Placement view:
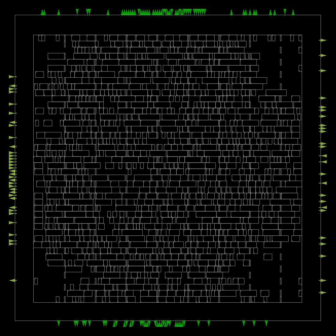
Sizing map:
(2 px per um)
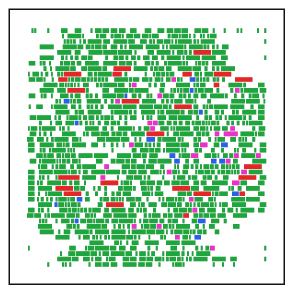
Supply network:
(3 px per um) Pins as bars on the die edge.
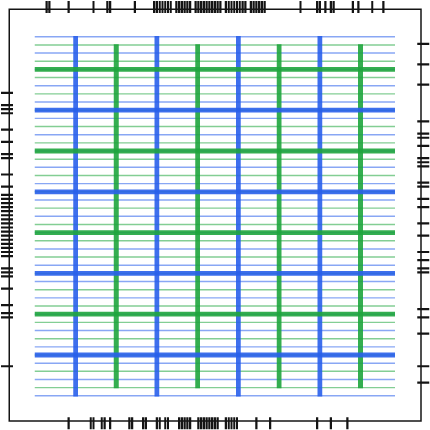
A small window of the routed layout:
Window x 43 to 93, y 71 to 121 um. Cells in grey, sequential cells in the stronger grey; small squares are vias.
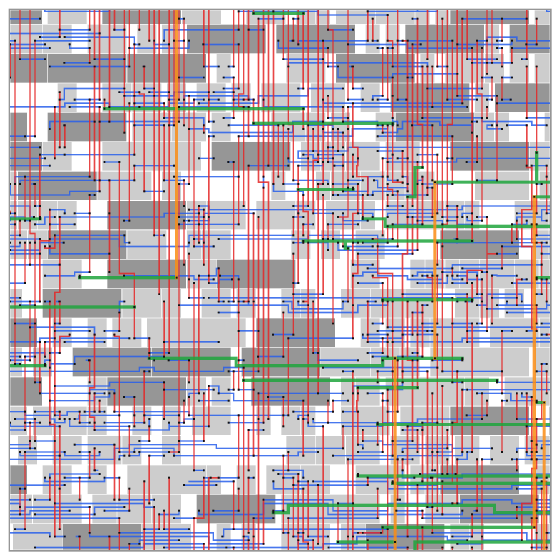
===== config.mk =====
export PLATFORM = sky130hd
export DESIGN_NAME = systolic_array_ctrl
export DESIGN_NICKNAME = d
export VERILOG_FILES = /design/src/rtl/systolic_array_ctrl_pkg.sv /design/src/rtl/systolic_array_ctrl_skew_gen.sv /design/src/rtl/systolic_array_ctrl.sv
export SDC_FILE = /design/constraint.sdc
export NUM_CORES = 1
export LEC_CHECK = 0
export CAP_MARGIN = 20
export CORE_MARGIN = 8
export CORE_UTILIZATION = 53
export DETAILED_ROUTE_END_ITERATION = 8
export PLACE_DENSITY = 0.81
export SLEW_MARGIN = 20
export SYNTH_ARGS = -nofsm -noshare
export SYNTH_HDL_FRONTEND = slang
export SYNTH_SLANG_ARGS = --single-unit

===== constraint.sdc =====
create_clock -name clk -period 5.4 [get_ports clk]
set_input_delay 1.08 -clock clk [delete_from_list [all_inputs] [get_ports clk]]
set_output_delay 1.08 -clock clk [all_outputs]
set_load 0.03 [all_outputs]

===== src/rtl/systolic_array_ctrl_pkg.sv =====
// Shared types and defaults for the systolic array sequencer and its helpers.
package systolic_array_ctrl_pkg;

   localparam int unsigned DATA_SIZE  = 8;
   localparam int unsigned ADDR_W_DEF = 16;

   typedef enum logic [2:0] {
      S_IDLE,
      S_CLEAR,
      S_FEED,
      S_DRAIN,
      S_WRITE,
      S_DONE
   } ctrl_state_t;

endpackage


===== src/rtl/systolic_array_ctrl_skew_gen.sv =====
// Per-lane operand-valid mask: lane i is valid for cnt in [i+1, i+K], registered.
import systolic_array_ctrl_pkg::*;

module systolic_skew_gen #(
   parameter int unsigned ARRAY_SIZE = 4,
   parameter int unsigned CNT_W      = 9,
   parameter int unsigned K_W        = 8
) (
   input  logic                  clk,
   input  logic                  rst,
   input  logic                  en,
   input  logic [CNT_W-1:0]      cnt,
   input  logic [K_W-1:0]        k,
   output logic [ARRAY_SIZE-1:0] lane_valid
);

   logic [ARRAY_SIZE-1:0] lane_nxt;

   // Lower bound i+1 covers the one-cycle SRAM read latency plus the lane skew.
   always_comb begin
      lane_nxt = '0;
      for (int unsigned i = 0; i < ARRAY_SIZE; i++) begin
         if (en && (32'(cnt) >= i + 1) && (32'(cnt) <= i + 32'(k)))
            lane_nxt[i] = 1'b1;
      end
   end

   always_ff @(posedge clk) begin
      if (rst) lane_valid <= '0;
      else     lane_valid <= lane_nxt;
   end

endmodule


===== src/rtl/systolic_array_ctrl.sv =====
// Tile-matmul sequencer: CLEAR, FEED, DRAIN, WRITE, DONE; all outputs registered.
// Optional cycle counter on perf_cycles enabled by SYSTOLIC_CTRL_PERF_EN.
import systolic_array_ctrl_pkg::*;

module systolic_array_ctrl #(
   parameter int unsigned ARRAY_SIZE = 4,
   parameter int unsigned ADDR_W     = ADDR_W_DEF,
   parameter int unsigned K_W        = 8
) (
   input  logic                          clk,
   input  logic                          rst,
   input  logic                          start,
   input  logic [K_W-1:0]                k_len,
   input  logic [ADDR_W-1:0]             a_base,
   input  logic [ADDR_W-1:0]             b_base,
   input  logic [ADDR_W-1:0]             out_base,
   output logic                          busy,
   output logic                          done,
   output logic                          array_clr,
   output logic                          rd_en,
   output logic [ADDR_W-1:0]             a_addr,
   output logic [ADDR_W-1:0]             b_addr,
   output logic [ARRAY_SIZE-1:0]         lane_valid,
   output logic                          wr_en,
   output logic [ADDR_W-1:0]             wr_addr,
   output logic [$clog2(ARRAY_SIZE)-1:0] row_sel,
   output logic [31:0]                   perf_cycles
);

   localparam int unsigned     CNT_W = K_W + 1;
   localparam int unsigned     RS_W  = $clog2(ARRAY_SIZE);
   localparam logic [CNT_W-1:0] N_C   = CNT_W'(ARRAY_SIZE);
   localparam logic [CNT_W-1:0] ONE_C = CNT_W'(1);

   ctrl_state_t       state, state_nxt;
   logic [CNT_W-1:0]  cnt, cnt_nxt;
   logic [K_W-1:0]    k_q;
   logic [ADDR_W-1:0] a_base_q, b_base_q, out_base_q;
   logic [CNT_W-1:0]  k_ext;
   logic              accept, feed_nxt, rd_nxt, wr_nxt;

   assign k_ext    = {1'b0, k_q};
   assign accept   = (state == S_IDLE) && start;
   assign feed_nxt = (state_nxt == S_FEED);
   assign rd_nxt   = feed_nxt && (cnt_nxt < k_ext);
   assign wr_nxt   = (state_nxt == S_WRITE);

   always_comb begin
      state_nxt = state;
      cnt_nxt   = cnt;
      case (state)
         S_IDLE: begin
            if (start) begin
               cnt_nxt   = '0;
               state_nxt = (k_len != '0) ? S_CLEAR : S_DONE;
            end
         end
         S_CLEAR: begin
            state_nxt = S_FEED;
            cnt_nxt   = '0;
         end
         S_FEED: begin
            if (cnt == k_ext + N_C - ONE_C) begin
               state_nxt = S_DRAIN;
               cnt_nxt   = '0;
            end else begin
               cnt_nxt = cnt + ONE_C;
            end
         end
         S_DRAIN: begin
            if (cnt == N_C) begin
               state_nxt = S_WRITE;
               cnt_nxt   = '0;
            end else begin
               cnt_nxt = cnt + ONE_C;
            end
         end
         S_WRITE: begin
            if (cnt == N_C - ONE_C) begin
               state_nxt = S_DONE;
               cnt_nxt   = '0;
            end else begin
               cnt_nxt = cnt + ONE_C;
            end
         end
         S_DONE:  state_nxt = S_IDLE;
         default: state_nxt = S_IDLE;
      endcase
   end

   // Outputs are decoded from the next state so they line up with the state they describe.
   always_ff @(posedge clk) begin
      if (rst) begin
         state      <= S_IDLE;
         cnt        <= '0;
         k_q        <= '0;
         a_base_q   <= '0;
         b_base_q   <= '0;
         out_base_q <= '0;
         busy       <= 1'b0;
         done       <= 1'b0;
         array_clr  <= 1'b0;
         rd_en      <= 1'b0;
         a_addr     <= '0;
         b_addr     <= '0;
         wr_en      <= 1'b0;
         wr_addr    <= '0;
         row_sel    <= '0;
      end else begin
         state     <= state_nxt;
         cnt       <= cnt_nxt;
         if (accept && (k_len != '0)) begin
            k_q        <= k_len;
            a_base_q   <= a_base;
            b_base_q   <= b_base;
            out_base_q <= out_base;
         end
         busy      <= (state_nxt != S_IDLE);
         done      <= (state_nxt == S_DONE);
         array_clr <= (state_nxt == S_CLEAR);
         rd_en     <= rd_nxt;
         if (rd_nxt) begin
            a_addr <= a_base_q + ADDR_W'(cnt_nxt);
            b_addr <= b_base_q + ADDR_W'(cnt_nxt);
         end
         wr_en     <= wr_nxt;
         if (wr_nxt) begin
            wr_addr <= out_base_q + ADDR_W'(cnt_nxt);
            row_sel <= RS_W'(cnt_nxt);
         end
      end
   end

   systolic_skew_gen #(
      .ARRAY_SIZE (ARRAY_SIZE),
      .CNT_W      (CNT_W),
      .K_W        (K_W)
   ) u_skew (
      .clk        (clk),
      .rst        (rst),
      .en         (feed_nxt),
      .cnt        (cnt_nxt),
      .k          (k_q),
      .lane_valid (lane_valid)
   );

`ifdef SYSTOLIC_CTRL_PERF_EN
   logic [31:0] perf_q;

   always_ff @(posedge clk) begin
      if (rst)
         perf_q <= '0;
      else if (accept)
         perf_q <= '0;
      else if ((state != S_IDLE) && (perf_q != '1))
         perf_q <= perf_q + 32'd1;
   end

   assign perf_cycles = perf_q;
`else
   assign perf_cycles = '0;
`endif

endmodule


==> run_results.csv <==
group,metric,value,unit
synth,ys_top_cells_by_count,"144 x sky130_fd_sc_hd__nand2_1, 127 x sky130_fd_sc_hd__dfxtp_1, 113 x sky130_fd_sc_hd__a21oi_1",
worst_hold_path,hold_end,"a_base_q[6]",
synth,ff_type,"sky130_fd_sc_hd__dfxtp_1",
power_and_ir_drop,p_sw_frac,0.296,
critical_path,reg2regPathDepth,19,
outcome,run_status,"finished, final reports clean",
grt,maximum_number_of_pins_on_one_net_before_global_route_repair,80,
drt,detail-route-antenna-nets,0,
synth,ys_warn_count,0,
clocking,post_cts.resized_instances,0,
synth,ys_cells,955,
synth,synth_largest_type_area_fraction,0.329,
floorplanning,die-area,18700,sq um
timing,final_period_utilization,0.892,
final_layout,final-comb-area,4770,sq um
placed_design,port_buffers,117,
final_layout,final_common_cell,"sky130_fd_sc_hd__nand2_1",
grt,vias_in_the_first_global_route,6756,
critical_path,path_cells,"inv_1, ha_1, a21oi_1, o221a_2, xor2_1, nand4_1, o21ai_2, o21a_2, inv_1, ha_1, o21bai_1, a21o_1, a211oi_1, o21ai_0, a21oi_1, o2111a_2, buf_4, nand4b_1, a21oi_1",
timing,layout_min_cycle_time,4.82,ns
synth,postSynthRegisterBits,127,
grt,grt_pass1_wl,34300,um
synth,postSynthAreaPerCell,8.09,sq um
power_and_ir_drop,p_per_area,277,nW/um^2
final_layout,antenna_cells_inserted,0,
timing,final-hold-violation-count,0,
synth,yosysUniqueCellTypes,59,
timing,slew-limit-headroom,0.452,
worst_hold_path,critical_hold_path_startpoint,"a_base_q[6]",
drt,dr.first_iter.drc_count,562,
grt,grtUsageTotal,0.233,
drt,drt_drc_violations_left,0,
drt,detail_route.first_pass.iterations,5,
final_layout,fillCellCount,1222,
critical_path,reg2reg_slack,0.58,ns
critical_path,worstPathMaxFanout,12,
timing,finalClockSkew,0.0108,ns
timing,fmax,0.208,GHz
worst_hold_path,hold_path_class,"reg -> reg",
floorplanning,die-width,137,um
synth,synthesis.area,7730,sq um
power_and_ir_drop,power.switching,780,uW
floorplanning,initial_utilization,0.538,
critical_path,timing.critical_path.from,"k_q[1]",
critical_path,slowest_cell_on_the_critical_path,"sky130_fd_sc_hd__o2111a_2",
clocking,clock_insertion_delay_worst_skew,0.42,ns
clocking,clockBufferDepth,2,
timing,tns,0,ns
power_and_ir_drop,power.sequential.fraction,0.391,
critical_path,worst_path_class_setup,"reg -> reg",
critical_path,critical_path.reg2reg.endpoint,"b_addr[4]",
placed_design,place.gp.congestion,0.937,
synth,synth.largest_area_cell,"sky130_fd_sc_hd__dfxtp_1",
flow_run,log.warning_count,32,
placed_design,placed_cells_incl_taps,1221,
critical_path,rr_startpoint,"k_q[1]",
final_layout,stdcell_count,1253,
power_and_ir_drop,total_leakage_power,0.00376,uW
final_layout,area_growth_syn_to_layout,23.1,%
critical_path,worst-endpoint-required,5.75,ns
clocking,cts_setup_buffers,0,
critical_path,critical_path.startpoint_type,"register",
grt,grt_remaining_overflow,0,
clocking,tritoncts,"built",
power_and_ir_drop,p_int,1850,uW
placed_design,sum_of_net_half_perimeters_after_detailed_placement,15500,um
synth,largest_cells_by_area,"sky130_fd_sc_hd__dfxtp_1 33%, sky130_fd_sc_hd__ha_1 11%, sky130_fd_sc_hd__a21oi_1 7.3%",
clocking,cts.sink_count,127,
drt,total_number_of_vias,7073,
clocking,holdBufCountCts,0,
final_layout,final_layout_size_suffix_gt1_frac,0.0655,
synth,synth-edff-count,0,
floorplanning,die_height,137,um
final_layout,flop_area,2540,sq um
floorplanning,std_cell_rows,44,
synth,yosysMostFrequentCell,"sky130_fd_sc_hd__nand2_1",
clocking,cts_htree_levels,4,
synth,yosysSeqAreaShare,0.329,
drt,route.detailed.wl_per_inst,17.4,um
timing,total_count_of_max_transition_violations_in_the_final_report,0,
synth,yosys_area,7730,sq um
worst_hold_path,cell_depth_of_the_worst_hold_path,2,
timing,report.final.setup_viol,0,
critical_path,cp.arrival,5.17,ns
critical_path,critical_path.endpoint,"b_addr[4]",
flow_run,timing.max_cap.violations,0,
power_and_ir_drop,irDropWorstVdd,0.237,mV
clocking,clkSlewWorstSetupHoldPaths,0.06,ns
final_layout,layout_top_cells,"144 x sky130_fd_sc_hd__nand2_1, 127 x sky130_fd_sc_hd__dfxtp_1, 116 x sky130_fd_sc_hd__clkdlybuf4s50_1",
clocking,cts-buffers-inserted,17,
critical_path,critical_path.most_common_cell,"sky130_fd_sc_hd__a21oi_1",
drt,postRouteWirelength,21800,um
power_and_ir_drop,clkPwrFrac,0.421,
critical_path,setup.worst_path.end_class,"register",
synth,cell_count_after_synthesis,955,
drt,viasPerCell,5.64,
floorplanning,ios,150,
synth,asyncSetResetFlopFracSynth,0,
timing,tightest_slew,0.823,ns
critical_path,slowest_stage_delay_cp,0.40,ns
power_and_ir_drop,combinational_group_share_of_total_power,0.189,
grt,number_of_antenna_violations_at_the_first_check_in_global_routing,0,
timing,unrepaired_setup_endpoints_after_global_routing,"no",
clocking,cts-root-buf,"sky130_fd_sc_hd__clkbuf_16",
final_layout,final_nets,1185,
Notes on 'placement view' above:
Finished Core Util: 0.662
core outline area: 14400 sq um
number of well-tap cells placed: 184
flop share of the area: 0.267

Notes on 'sizing map' above:
- _6 and larger: red (cells 24)
- _2 cells: blue (cells 18)
- _3 and _4 cells: magenta (cells 28)
- _0 and _1 cells: green (cells 999)

Notes on 'supply network' above:
- VSS: blue
- VDD: green
- signal pins: 150
- met5 straps: 8
- met4 straps: 8

Notes on 'a small window of the routed layout' above:
- metal 3: green
- metal 1: blue
- metal 4: orange
- metal 2: red
- cells with their middle in the window: 204
- sequential cells in the window: 32
- netlist names of flops here include: `b_base_q` (10), `a_addr` (9), `b_addr` (7)
- most frequent: dfxtp_1 (32), a21oi_1 (30), o21ai_0 (18)

## layer usage
| metal | GRT usage | vias up | share of wire |
|---|---|---|---|
| li1 | - | 3500 | - |
| met1 | 0.282 | 3288 | 0.43 |
| met2 | 0.381 | 238 | 0.47 |
| met3 | 0.0709 | 47 | 0.070 |
| met4 | 0.0860 | 0 | 0.028 |
| met5 | 0 | - | 0 |
## power groups by stage
stage	Clock [uW]	Sequential, uW	Combinational, uW
finish	1110	1030	497
global route	1170	1030	542
CTS	1120	1030	493
detailed placement	0	1050	489
global placement	0	1050	481
floorplan	0	1070	316
## per-stage QoR
stage	instance area (sq um)	hold WS [ns]	setup WS [ns]	power, uW
2_1_floorplan	7850	0.441	1.30	1380
3_3_place_gp	8930	0.447	0.580	1530
3_5_place_dp	8930	0.453	0.451	1540
4_1_cts	9510	0.462	0.518	2640
5_1_grt	9520	0.483	0.172	2740
6_report	9520	0.460	0.582	2630
## worst max-delay path: cells and delay by family (launching register included)
kind	cells	cell delay (ns)
DFF	1	0.32
xor gates and xnor gates	1	0.23
AOI/OAI and AO/OA	11	2.60
adders and majority gates	2	0.64
and+or+nand+nor	2	0.33
buffers and inverters	3	0.63
## cells by family after synthesis
| group | after synthesis | synth area share |
|---|---|---|
| flip-flops | 127 | 0.329 |
| AND-OR/OR-AND | 259 | 0.202 |
| AND/OR/NAND/NOR | 313 | 0.189 |
| adder cells (fa/ha/maj) | 70 | 0.116 |
| multiplexers | 8 | 0.0104 |
| other | 1 | 0.000485 |
| buffers and inverters | 110 | 0.0730 |
| XOR/XNOR | 67 | 0.0795 |
## area by class of cell
class                           instances  share of cell area
Multi-Input combinational cell        749               0.501
Sequential cell                       127               0.267
Timing Repair Buffer                  135               0.137
Clock buffer                           21              0.0494
Tap cell                              184              0.0242
Clock inverter                         11              0.0110
Inverter                               26              0.0103
Power is estimated from default activity; no workload was simulated.
